### Wire density map

40 x 40 tiles, from dark blue (low) to red (high), scaled to the fullest tile. Values are wire area over tile area, all layers added.
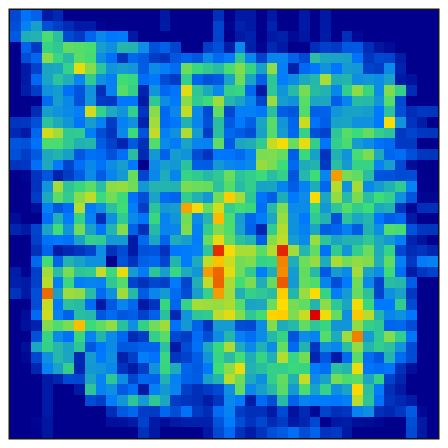
### Placement view

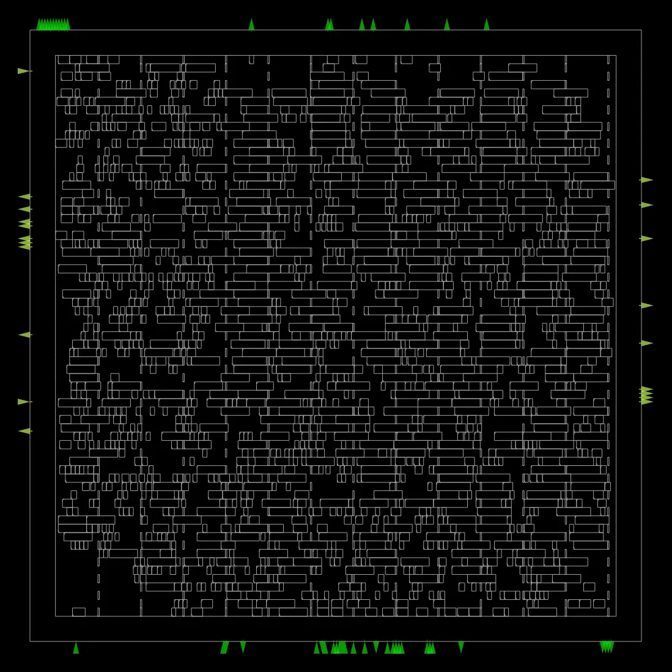
## config.mk

```make
export PLATFORM = sky130hd
export DESIGN_NAME = rgb_frame_reader
export DESIGN_NICKNAME = d
export VERILOG_FILES = /design/src/rtl/rgb_frame_reader_pkg.sv /design/src/rtl/rgb_frame_reader_fifo.sv /design/src/rtl/rgb_frame_reader.sv
export SDC_FILE = /design/constraint.sdc
export NUM_CORES = 1
export LEC_CHECK = 0
export ABC_AREA = 1
export CELL_PAD_IN_SITES_DETAIL_PLACEMENT = 0
export CELL_PAD_IN_SITES_GLOBAL_PLACEMENT = 2
export CORE_MARGIN = 8
export CORE_UTILIZATION = 43
export DETAILED_ROUTE_END_ITERATION = 8
export GPL_ROUTABILITY_DRIVEN = 0
export GPL_TIMING_DRIVEN = 1
export PLACE_DENSITY_LB_ADDON = 0.1
export SLEW_MARGIN = 10
export SYNTH_ARGS = -nofsm -noshare
export SYNTH_HDL_FRONTEND = slang
export SYNTH_SLANG_ARGS = --single-unit
```

## constraint.sdc

```tcl
create_clock -name CLOCK_50_I -period 6.03 [get_ports CLOCK_50_I]
set_input_delay 0.9045 -clock CLOCK_50_I [delete_from_list [all_inputs] [get_ports CLOCK_50_I]]
set_output_delay 0.9045 -clock CLOCK_50_I [all_outputs]
set_load 0.005 [all_outputs]
```

## src/rtl/rgb_frame_reader_pkg.sv

```systemverilog
// Shared definitions for the RGB frame path: reader FSM states, frame placement
// in SRAM and the unpacked pixel type.
package rgb_frame_reader_pkg;

  typedef enum logic [2:0] {
    S_RFR_IDLE,
    S_RFR_ISSUE_0,
    S_RFR_ISSUE_1,
    S_RFR_ISSUE_2,
    S_RFR_DRAIN
  } rfr_state_type;

  localparam logic [17:0] RGB_BASE_ADDR = 18'd146944;
  localparam int          FRAME_PIXELS  = 76800;

  typedef struct packed {
    logic [7:0] r;
    logic [7:0] g;
    logic [7:0] b;
  } rgb_pixel_t;

endpackage

```

## src/rtl/rgb_frame_reader_fifo.sv

```systemverilog
// Small pixel FIFO whose head entry is held in a register, so the head stays
// stable (and keeps its last value) while the FIFO is empty.
module rgb_pixel_fifo
  import rgb_frame_reader_pkg::*;
#(
  parameter int DEPTH = 8
) (
  input  logic                     clk,
  input  logic                     rst_n,
  input  logic                     push,
  input  rgb_pixel_t               din,
  input  logic                     pop,
  output rgb_pixel_t               head,
  output logic [$clog2(DEPTH):0]   count,
  output logic                     empty,
  output logic                     full
);
  localparam int AW = $clog2(DEPTH);
  localparam int CW = AW + 1;

  rgb_pixel_t    mem [DEPTH];
  logic [AW-1:0] wr_ptr;
  logic [AW-1:0] rd_ptr;
  logic [AW-1:0] rd_ptr_next;
  logic          pop_ok;

  assign empty       = (count == CW'(0));
  assign full        = (count == CW'(DEPTH));
  assign pop_ok      = pop && !empty;
  assign rd_ptr_next = rd_ptr + AW'(1);

  always_ff @(posedge clk) begin
    if (push) begin
      mem[wr_ptr] <= din;
    end
  end

  always_ff @(posedge clk or negedge rst_n) begin
    if (!rst_n) begin
      wr_ptr <= '0;
      rd_ptr <= '0;
      count  <= '0;
      head   <= '0;
    end else begin
      if (push) begin
        wr_ptr <= wr_ptr + AW'(1);
      end
      if (pop_ok) begin
        rd_ptr <= rd_ptr_next;
      end
      case ({push, pop_ok})
        2'b10:   count <= count + CW'(1);
        2'b01:   count <= count - CW'(1);
        default: count <= count;
      endcase
      // Next head comes straight from din when the FIFO is (or becomes) empty
      if (push && (empty || (pop_ok && count == CW'(1)))) begin
        head <= din;
      end else if (pop_ok && count > CW'(1)) begin
        head <= mem[rd_ptr_next];
      end
    end
  end

endmodule

```

## src/rtl/rgb_frame_reader.sv

```systemverilog
// Reads the packed RGB frame from SRAM (3 words per pixel pair) and streams
// 24-bit pixels in raster order through a credit-protected FIFO.
//   state         | meaning
//   S_RFR_IDLE    | SRAM not owned, waiting for start
//   S_RFR_ISSUE_0 | issue w0 once FIFO credit covers the whole pair
//   S_RFR_ISSUE_1 | issue w1
//   S_RFR_ISSUE_2 | issue w2, then next group or drain
//   S_RFR_DRAIN   | all words issued, wait for last pixel pop
module rgb_frame_reader
  import rgb_frame_reader_pkg::*;
#(
  parameter logic [17:0] BASE_ADDR    = RGB_BASE_ADDR,
  parameter int          NUM_PIXELS   = FRAME_PIXELS,
  parameter int          FIFO_DEPTH   = 8,
  parameter int          SRAM_LATENCY = 2
) (
  input  logic        CLOCK_50_I,
  input  logic        Resetn,
  input  logic        start,
  output logic        busy,
  output logic        done,
  output logic [17:0] SRAM_address,
  output logic        SRAM_we_n,
  input  logic [15:0] SRAM_read_data,
  output logic        pixel_valid,
  input  logic        pixel_ready,
  output logic [7:0]  pixel_R,
  output logic [7:0]  pixel_G,
  output logic [7:0]  pixel_B,
  output logic        pixel_last
);
  localparam int          CW         = $clog2(FIFO_DEPTH) + 1;
  localparam int          CRW        = CW + 1;
  localparam logic [17:0] LAST_ADDR  = BASE_ADDR + 18'(3 * NUM_PIXELS / 2 - 1);
  localparam logic [16:0] LAST_GROUP = 17'(NUM_PIXELS / 2 - 1);
  localparam logic [16:0] LAST_PIXEL = 17'(NUM_PIXELS - 1);

  rfr_state_type state;
  rfr_state_type next_state;

  logic                         start_ok;
  logic                         issue;
  logic [1:0]                   issue_phase;
  logic                         credit_ok;
  logic [17:0]                  addr;
  logic [16:0]                  groups_issued;
  logic [16:0]                  out_idx;
  logic [CW-1:0]                pending;
  logic [CW-1:0]                fifo_count;
  logic [SRAM_LATENCY-1:0]      tag_valid;
  logic [SRAM_LATENCY-1:0][1:0] tag_phase;
  logic                         cap_valid;
  logic [1:0]                   cap_phase;
  logic [7:0]                   r0;
  logic [7:0]                   g0;
  logic [7:0]                   r1;
  logic                         push;
  logic                         pop;
  logic                         fifo_empty;
  logic                         fifo_full;
  logic                         done_q;
  rgb_pixel_t                   push_pixel;
  rgb_pixel_t                   head;

  // A group is only started when the FIFO can absorb both of its pixels
  assign credit_ok = (CRW'(fifo_count) + CRW'(pending) + CRW'(2)) <= CRW'(FIFO_DEPTH);

  always_ff @(posedge CLOCK_50_I or negedge Resetn) begin
    if (!Resetn) begin
      state <= S_RFR_IDLE;
    end else begin
      state <= next_state;
    end
  end

  always_comb begin
    next_state  = state;
    start_ok    = 1'b0;
    issue       = 1'b0;
    issue_phase = 2'd0;
    case (state)
      S_RFR_IDLE: begin
        if (start && !done_q) begin
          start_ok   = 1'b1;
          next_state = S_RFR_ISSUE_0;
        end
      end
      S_RFR_ISSUE_0: begin
        if (credit_ok) begin
          issue      = 1'b1;
          next_state = S_RFR_ISSUE_1;
        end
      end
      S_RFR_ISSUE_1: begin
        issue       = 1'b1;
        issue_phase = 2'd1;
        next_state  = S_RFR_ISSUE_2;
      end
      S_RFR_ISSUE_2: begin
        issue       = 1'b1;
        issue_phase = 2'd2;
        next_state  = (groups_issued == LAST_GROUP) ? S_RFR_DRAIN : S_RFR_ISSUE_0;
      end
      S_RFR_DRAIN: begin
        if (pop && pixel_last) begin
          next_state = S_RFR_IDLE;
        end
      end
      default: next_state = S_RFR_IDLE;
    endcase
  end

  always_ff @(posedge CLOCK_50_I or negedge Resetn) begin
    if (!Resetn) begin
      addr          <= BASE_ADDR;
      groups_issued <= '0;
      out_idx       <= '0;
      pending       <= '0;
      done_q        <= 1'b0;
    end else begin
      done_q  <= (state == S_RFR_DRAIN) && pop && pixel_last;
      pending <= pending + ((issue && issue_phase == 2'd0) ? CW'(2) : CW'(0))
                         - (push ? CW'(1) : CW'(0));
      if (start_ok) begin
        addr          <= BASE_ADDR;
        groups_issued <= '0;
        out_idx       <= '0;
      end else begin
        // Holding at the top word keeps the address from ever wrapping
        if (issue && addr != LAST_ADDR) begin
          addr <= addr + 18'd1;
        end
        if (issue && issue_phase == 2'd2) begin
          groups_issued <= groups_issued + 17'd1;
        end
        if (pop) begin
          out_idx <= out_idx + 17'd1;
        end
      end
    end
  end

  always_ff @(posedge CLOCK_50_I or negedge Resetn) begin
    if (!Resetn) begin
      tag_valid <= '0;
      tag_phase <= '0;
    end else begin
      tag_valid[0] <= issue;
      tag_phase[0] <= issue_phase;
      for (int i = 1; i < SRAM_LATENCY; i++) begin
        tag_valid[i] <= tag_valid[i-1];
        tag_phase[i] <= tag_phase[i-1];
      end
    end
  end

  assign cap_valid = tag_valid[SRAM_LATENCY-1];
  assign cap_phase = tag_phase[SRAM_LATENCY-1];

  always_ff @(posedge CLOCK_50_I or negedge Resetn) begin
    if (!Resetn) begin
      r0 <= '0;
      g0 <= '0;
      r1 <= '0;
    end else if (cap_valid) begin
      if (cap_phase == 2'd0) begin
        r0 <= SRAM_read_data[15:8];
        g0 <= SRAM_read_data[7:0];
      end else if (cap_phase == 2'd1) begin
        r1 <= SRAM_read_data[7:0];
      end
    end
  end

  always_comb begin
    push       = 1'b0;
    push_pixel = '0;
    if (cap_valid) begin
      case (cap_phase)
        2'd1: begin
          push       = 1'b1;
          push_pixel = {r0, g0, SRAM_read_data[15:8]};
        end
        2'd2: begin
          push       = 1'b1;
          push_pixel = {r1, SRAM_read_data[15:8], SRAM_read_data[7:0]};
        end
        default: begin
          push       = 1'b0;
          push_pixel = '0;
        end
      endcase
    end
  end

  rgb_pixel_fifo #(
    .DEPTH (FIFO_DEPTH)
  ) u_fifo (
    .clk   (CLOCK_50_I),
    .rst_n (Resetn),
    .push  (push),
    .din   (push_pixel),
    .pop   (pop),
    .head  (head),
    .count (fifo_count),
    .empty (fifo_empty),
    .full  (fifo_full)
  );

  fifo_no_overflow: assert property (
    @(posedge CLOCK_50_I) disable iff (!Resetn) !(push && fifo_full && !pop)
  );

  assign pixel_valid  = !fifo_empty;
  assign pop          = pixel_valid && pixel_ready;
  assign pixel_R      = head.r;
  assign pixel_G      = head.g;
  assign pixel_B      = head.b;
  assign pixel_last   = pixel_valid && (out_idx == LAST_PIXEL);
  assign busy         = (state != S_RFR_IDLE);
  assign done         = done_q;
  assign SRAM_address = addr;
  assign SRAM_we_n    = 1'b1;

endmodule

```

==> flow_summary_export.csv <==
group,metric,value,unit
final_layout,regArea,0.00888,sq mm
status,status,"finished clean",
final_timing,min_period,3.61,ns
detailed_routing,met2_length,18400,microns
final_layout,most-common-layout-cells,"nand2_1, edfxtp_1, inv_1",
placed_design,dpl.cell_count,1874,
setup_path,crit_type,"flop to primary output",
detailed_routing,vias_per_cell,5.26,
setup_path,cp-startpoint,"out_idx[1]",
flow_run,warning_count,30,
power_and_ir_drop,pwr-share-comb,28.0,%
final_layout,fin_area,0.0167,sq mm
global_route,grt_util_met2,33.6,%
global_route,antenna_found_initial,0,
final_timing,rsz0062_at_grt,"no",
setup_path,worstSetupEndpointType,"primary output",
detailed_routing,wl_per_cell,19.0,microns
final_layout,comb_area,0.00453,sq mm
setup_path,rrSetupSlack,3.02,ns
floorplanning,core.rowCount,67,
yosys,syn_nets,1453,
floorplanning,die_width,199,microns
placed_design,place_area,0.0154,sq mm
final_layout,post-route-util,50.2,%
final_layout,sh_comb_area,27.2,%
yosys,synth_chip_area,0.0143,sq mm
power_and_ir_drop,power_frac_seq,38.3,%
floorplanning,fp_util,43.2,%
final_timing,hold_viol_final,0,
yosys,ys_sh_simple,15.4,%
yosys,logic_family,"simple AND/OR/NAND/NOR gates",
power_and_ir_drop,total_power,0.00675,W
clock_tree,ctsHoldBuffers,0,
hold_path,hold_depth,0,
power_and_ir_drop,p_clk,0.00227,W
power_and_ir_drop,p_switching,0.00220,W
power_and_ir_drop,p_leak,6.39,nW
setup_path,arrival,2.70,ns
About 'Wire density map':
densest ninth of the die: centre
fullest tile: 0.52
mean over tiles: 0.15
tiles over half the peak: 15%
Routed WL: 36800 microns
gr usage total: 19.0%
detailed-route via count: 10.2k

About 'Placement view':
Layout Cells excl Fill: 1940
core area: 0.0332 sq mm
Tapcell Cnt: 448

-- worst max-delay path, stage by stage (launching register included) --
cell             delay, ns
dfrtp_1               0.38
ha_1                  0.20
nand3_1               0.10
inv_1                 0.12
nand3_1               0.15
nor4_1                0.59
clkdlybuf4s50_1       0.64
-- metrics by stage --
step                      hold slack, ns  setup WS [ns]
after floorplan                    0.331           3.26
after global placement             0.334           2.75
after detailed placement           0.343           2.73
after CTS                          0.356           2.42
after global routing               0.362           2.32
final                              0.351           2.42
-- Yosys cell counts, types with 5 or more instances --
library cell | instances | area (sq um)
nand2_1 | 234 | 878
o21bai_1 | 27 | 203
o22ai_1 | 32 | 200
or2_2 | 5 | 31.3
dfrtp_1 | 118 | 2950
a32oi_1 | 21 | 184
o21ai_0 | 122 | 611
a21oi_1 | 41 | 205
nor2_1 | 139 | 522
inv_1 | 174 | 653
buf_2 | 18 | 90.1
a22o_1 | 8 | 70.1
nor3_1 | 19 | 95.1
buf_4 | 6 | 45.0
o221ai_1 | 27 | 236
xor2_1 | 14 | 123
ha_1 | 22 | 275
nand4_1 | 32 | 200
o21ai_1 | 9 | 45.0
dfstp_2 | 6 | 158
nand3_1 | 65 | 325
nand2_2 | 5 | 31.3
xnor2_1 | 7 | 61.3
clkbuf_1 | 38 | 143
edfxtp_1 | 192 | 5770
-- sequential cells by signal, summed over array words and instances, names as in the netlist --
signal         count
u_fifo.mem       192
tag_phase          2
done               1
state              3
u_fifo.count       4
pending            4
u_fifo.rd_ptr      3
u_fifo.head       24
SRAM_address      18
r1                 8
g0                 8
groups_issued     17
cap_phase          2
u_fifo.wr_ptr      3
r0                 8
tag_valid          2
out_idx           17
Power figures rest on the tool's default switching activity, not on a simulated workload.
